### config.mk
export PLATFORM = sky130hd
export DESIGN_NAME = taus_urng_bank_flat
export DESIGN_NICKNAME = d
export VERILOG_FILES = /design/src/rtl/taus_urng_bank_if.sv /design/src/rtl/taus_urng_bank.sv /design/src/flat_wrapper.sv
export SDC_FILE = /design/constraint.sdc
export NUM_CORES = 2
export LEC_CHECK = 0
export CORE_ASPECT_RATIO = 0.5
export CORE_MARGIN = 2
export CORE_UTILIZATION = 50
export DETAILED_ROUTE_END_ITERATION = 8
export PLACE_DENSITY_LB_ADDON = 0.1
export SYNTH_ARGS = -nofsm -noshare
export SYNTH_HDL_FRONTEND = slang
export SYNTH_SLANG_ARGS = --single-unit
### constraint.sdc
create_clock -name clk -period 4.62 [get_ports clk]
set_clock_uncertainty 0.2 [all_clocks]
set_input_delay 0.462 -clock clk [delete_from_list [all_inputs] [get_ports clk]]
set_output_delay 0.462 -clock clk [all_outputs]
set_load 0.02 [all_outputs]
### src/rtl/taus_urng_bank_if.sv
`timescale 1ns/1ps
// Seed-load, control and uniform-output bundle of the taus88 bank.
// Latency: none (wires only).
// Backpressure: seed_valid/seed_ready handshake. The u0..u5 outputs have no ready; the consumer must take each u_valid word.
// Ports: seed_valid/seed_data/seed_ready load seeds; start/restart/enable are the controls;
//        u0..u5 with u_valid carry the uniforms; seed_err and state_o report status.
interface taus_urng_bank_if;
  logic        seed_valid;
  logic [31:0] seed_data;
  logic        seed_ready;
  logic        start;
  logic        restart;
  logic        enable;
  logic [31:0] u0;
  logic [31:0] u1;
  logic [31:0] u2;
  logic [31:0] u3;
  logic [31:0] u4;
  logic [31:0] u5;
  logic        u_valid;
  logic        seed_err;
  logic [1:0]  state_o;

  modport master (
    output seed_valid, seed_data, start, restart, enable,
    input  seed_ready, u0, u1, u2, u3, u4, u5, u_valid, seed_err, state_o
  );

  modport slave (
    input  seed_valid, seed_data, start, restart, enable,
    output seed_ready, u0, u1, u2, u3, u4, u5, u_valid, seed_err, state_o
  );
endinterface

### src/rtl/taus_urng_bank.sv
`timescale 1ns/1ps
// Bank of six taus88 uniform generators feeding the AWGN s0..s5 inputs.
// Latency: u_valid follows an enabled RUN cycle by one clock; WARMUP_CYCLES steps are discarded after seeding.
// Backpressure: seed_ready is high only in IDLE while words remain; enable=0 in RUN freezes the generators and the outputs.
// Ports: clk (rising edge), reset (async, active-low), bus (slave side of taus_urng_bank_if).
module taus_urng_bank #(
  parameter int WARMUP_CYCLES = 64,
  parameter int NUM_GEN       = 6
) (
  input  logic             clk,
  input  logic             reset,
  taus_urng_bank_if.slave  bus
);

  localparam int NUM_WORDS = 3 * NUM_GEN;
  localparam int WCW       = (WARMUP_CYCLES > 2) ? $clog2(WARMUP_CYCLES) : 1;

  typedef enum logic [1:0] {
    IDLE   = 2'd0,
    CHECK  = 2'd1,
    WARMUP = 2'd2,
    RUN    = 2'd3
  } state_t;

  // With no warm-up configured the bank goes straight to RUN.
  localparam state_t START_ST = (WARMUP_CYCLES == 0) ? RUN : WARMUP;

  // Word n belongs to generator n/3, component n%3.
  function automatic logic [31:0] dflt(input int n);
    return 32'(100 * (n + 1) + 16);
  endfunction

  // Component minimums: a state below these collapses the taus88 recurrence.
  function automatic logic [31:0] seed_min(input int n);
    case (n % 3)
      0:       return 32'd2;
      1:       return 32'd8;
      default: return 32'd16;
    endcase
  endfunction

  function automatic logic [31:0] taus_s1(input logic [31:0] s);
    return ((s & 32'hFFFF_FFFE) << 12) ^ (((s << 13) ^ s) >> 19);
  endfunction

  function automatic logic [31:0] taus_s2(input logic [31:0] s);
    return ((s & 32'hFFFF_FFF8) << 4) ^ (((s << 2) ^ s) >> 25);
  endfunction

  function automatic logic [31:0] taus_s3(input logic [31:0] s);
    return ((s & 32'hFFFF_FFF0) << 17) ^ (((s << 3) ^ s) >> 11);
  endfunction

  state_t           r_state;
  logic [4:0]       r_cnt;
  logic [WCW-1:0]   r_warm;
  logic [31:0]      r_w [NUM_WORDS];
  logic [31:0]      r_u [NUM_GEN];
  logic             r_u_vld;
  logic             r_seed_err;

  logic [31:0]          w_nxt [NUM_WORDS];
  logic [31:0]          w_u   [NUM_GEN];
  logic [NUM_WORDS-1:0] w_below;
  logic                 w_seed_ready;
  logic                 w_seed_acc;
  logic                 w_warm_done;

  always_comb begin
    for (int g = 0; g < NUM_GEN; g++) begin
      w_nxt[3*g]   = taus_s1(r_w[3*g]);
      w_nxt[3*g+1] = taus_s2(r_w[3*g+1]);
      w_nxt[3*g+2] = taus_s3(r_w[3*g+2]);
      w_u[g]       = w_nxt[3*g] ^ w_nxt[3*g+1] ^ w_nxt[3*g+2];
    end
    w_below = '0;
    for (int n = 0; n < NUM_WORDS; n++) begin
      w_below[n] = (r_w[n] < seed_min(n));
    end
  end

  assign w_seed_ready = (r_state == IDLE) && (r_cnt < 5'(NUM_WORDS));
  assign w_seed_acc   = bus.seed_valid && w_seed_ready;
  assign w_warm_done  = (r_warm == WCW'(WARMUP_CYCLES - 1));

  always_ff @(posedge clk or negedge reset) begin
    if (!reset) begin
      r_state    <= IDLE;
      r_cnt      <= 5'd0;
      r_warm     <= '0;
      r_u_vld    <= 1'b0;
      r_seed_err <= 1'b0;
      for (int n = 0; n < NUM_WORDS; n++) r_w[n] <= dflt(n);
      for (int g = 0; g < NUM_GEN; g++)   r_u[g] <= 32'd0;
    end else if (bus.restart) begin
      // State words, outputs and seed_err survive a restart.
      r_state <= IDLE;
      r_cnt   <= 5'd0;
      r_warm  <= '0;
      r_u_vld <= 1'b0;
    end else begin
      case (r_state)
        IDLE: begin
          r_u_vld <= 1'b0;
          // start with nothing loaded reuses the current words; a seed
          // word offered in that same cycle is dropped.
          if (bus.start && (r_cnt == 5'd0)) begin
            r_state <= START_ST;
            r_warm  <= '0;
          end else if (w_seed_acc) begin
            r_w[r_cnt] <= bus.seed_data;
            r_cnt      <= r_cnt + 5'd1;
            if (r_cnt == 5'(NUM_WORDS - 1)) r_state <= CHECK;
          end
        end
        CHECK: begin
          for (int n = 0; n < NUM_WORDS; n++) begin
            if (w_below[n]) r_w[n] <= dflt(n);
          end
          r_seed_err <= |w_below;
          r_warm     <= '0;
          r_state    <= START_ST;
        end
        WARMUP: begin
          for (int n = 0; n < NUM_WORDS; n++) r_w[n] <= w_nxt[n];
          r_warm <= r_warm + 1'b1;
          if (w_warm_done) r_state <= RUN;
        end
        RUN: begin
          if (bus.enable) begin
            for (int n = 0; n < NUM_WORDS; n++) r_w[n] <= w_nxt[n];
            for (int g = 0; g < NUM_GEN; g++)   r_u[g] <= w_u[g];
            r_u_vld <= 1'b1;
          end else begin
            r_u_vld <= 1'b0;
          end
        end
        default: r_state <= IDLE;
      endcase
    end
  end

  assign bus.seed_ready = w_seed_ready;
  assign bus.u0         = r_u[0];
  assign bus.u1         = r_u[1];
  assign bus.u2         = r_u[2];
  assign bus.u3         = r_u[3];
  assign bus.u4         = r_u[4];
  assign bus.u5         = r_u[5];
  assign bus.u_valid    = r_u_vld;
  assign bus.seed_err   = r_seed_err;
  assign bus.state_o    = r_state;

endmodule

### src/flat_wrapper.sv
// flat-port wrapper written by rule: the top's interface ports become plain ports
module taus_urng_bank_flat 
#(
  parameter int WARMUP_CYCLES = 64,
  parameter int NUM_GEN       = 6
)
  (clk, reset, bus_seed_valid, bus_seed_data, bus_start, bus_restart, bus_enable, bus_seed_ready, bus_u0, bus_u1, bus_u2, bus_u3, bus_u4, bus_u5, bus_u_valid, bus_seed_err, bus_state_o);
  taus_urng_bank_if bus_i ();
  input  logic clk;
  input  logic reset;
  input wire logic [$bits(bus_i.seed_valid)-1:0] bus_seed_valid;
  input wire logic [$bits(bus_i.seed_data)-1:0] bus_seed_data;
  input wire logic [$bits(bus_i.start)-1:0] bus_start;
  input wire logic [$bits(bus_i.restart)-1:0] bus_restart;
  input wire logic [$bits(bus_i.enable)-1:0] bus_enable;
  output wire logic [$bits(bus_i.seed_ready)-1:0] bus_seed_ready;
  output wire logic [$bits(bus_i.u0)-1:0] bus_u0;
  output wire logic [$bits(bus_i.u1)-1:0] bus_u1;
  output wire logic [$bits(bus_i.u2)-1:0] bus_u2;
  output wire logic [$bits(bus_i.u3)-1:0] bus_u3;
  output wire logic [$bits(bus_i.u4)-1:0] bus_u4;
  output wire logic [$bits(bus_i.u5)-1:0] bus_u5;
  output wire logic [$bits(bus_i.u_valid)-1:0] bus_u_valid;
  output wire logic [$bits(bus_i.seed_err)-1:0] bus_seed_err;
  output wire logic [$bits(bus_i.state_o)-1:0] bus_state_o;
  assign bus_i.seed_valid = bus_seed_valid;
  assign bus_i.seed_data = bus_seed_data;
  assign bus_i.start = bus_start;
  assign bus_i.restart = bus_restart;
  assign bus_i.enable = bus_enable;
  assign bus_seed_ready = bus_i.seed_ready;
  assign bus_u0 = bus_i.u0;
  assign bus_u1 = bus_i.u1;
  assign bus_u2 = bus_i.u2;
  assign bus_u3 = bus_i.u3;
  assign bus_u4 = bus_i.u4;
  assign bus_u5 = bus_i.u5;
  assign bus_u_valid = bus_i.u_valid;
  assign bus_seed_err = bus_i.seed_err;
  assign bus_state_o = bus_i.state_o;
  taus_urng_bank #(.WARMUP_CYCLES(WARMUP_CYCLES), .NUM_GEN(NUM_GEN)) u_core (.clk(clk), .reset(reset), .bus(bus_i));
endmodule
==> Implementation_results.wiki <==
== Implementation results ==
{| class="wikitable"
! Metric !! Value
|-
| Chip width || 398 um
|-
| Inserted Diodes || 1
|-
| RSZ-0062 raised after global routing || false
|-
| Async set-or-reset flop fraction in the synthesized netlist || 100%
|-
| Portion of total power attributed to the clock network || 24.3%
|-
| Portion of synthesized cell area occupied by the leading cell type || 42.8%
|-
| Global-route wire length before repair || 210000 um
|-
| Total via count after detailed routing || 33700
|-
| Outcome || completed
|-
| Dominant non-sequential cell family after synthesis || AND-OR/OR-AND gates
|-
| Most popular library cell in the synthesized design by count || nand2_1
|-
| Buffer cell driving the clock tree root || clkbuf_16
|-
| Worst Setup Start Kind || flop
|-
| Worst path bufs/invs || 3
|-
| Post-route clock period utilization || 85.2%
|-
| Portion of the post-synthesis area used by sequential elements || 47.6%
|-
| Tapcells inserted || 1036
|-
| Fraction of power consumed by sequential logic || 35.1%
|-
| Starting density of the core || 50.4%
|-
| Origin of the worst setup path || u_core.bus.state_o[1]
|-
| Most frequent cells in the layout || nand2_1, dfrtp_1, o21ai_0
|-
| Cell kind with the greatest summed area || logic gates
|-
| Die extent in y || 201 um
|-
| Power consumed by combinational cells || 0.0102 W
|-
| Final number of hold-violating endpoints || 0
|-
| Total power divided by cell area || 562 nW/um^2
|}
**The metal 1 layer**

The bar under the picture is 100 um long.
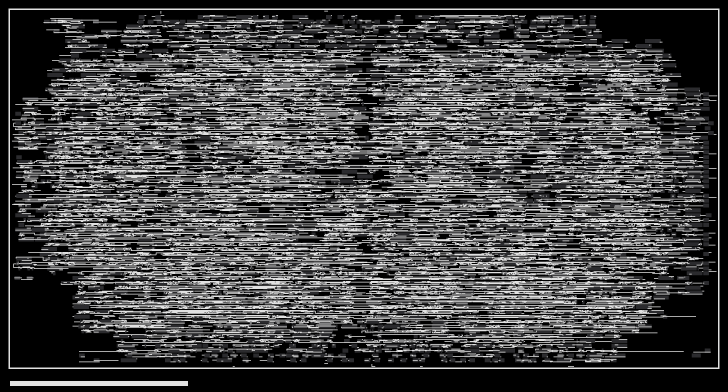
main direction = horizontal
nets with wire on the layer = 4216
wire length on this layer = 59.2 mm

**Wiring by layer**

The bar under the picture is 100 um long. Two of the layers only.
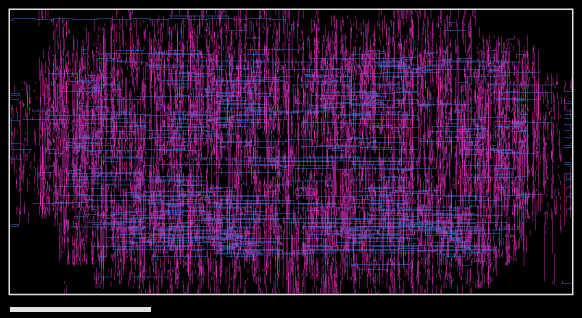
magenta -> metal 2  # wire length 60.5 mm
blue -> metal 3  # wire length 14400 um

**Cells coloured by class**

Fill, decap, tap and diode cells in grey.
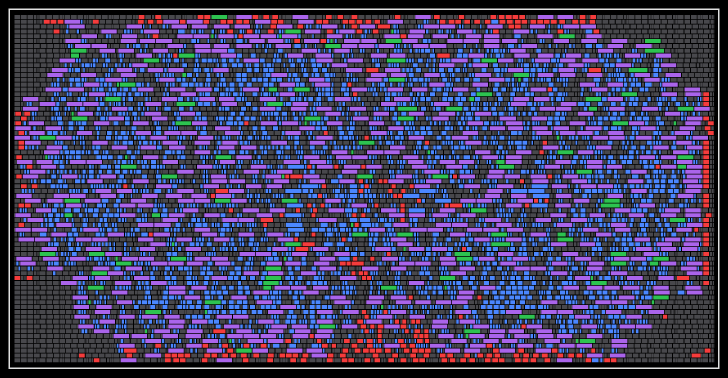
green -> clock drivers and dummy loads  # cells 123
red -> remaining buffers and delay cells  # cells 344
blue -> combinational and other logic  # cells 3349
purple -> sequential cells  # cells 735

**Clock wiring as the flow saved it**

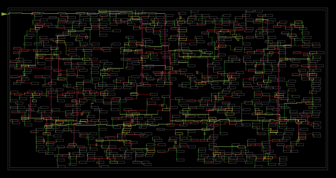
CTS buffer count: 69
Clock group: 0.00611 W
number of clock sinks: 735

No activity file was given, so power comes from the tool's default toggle rates.
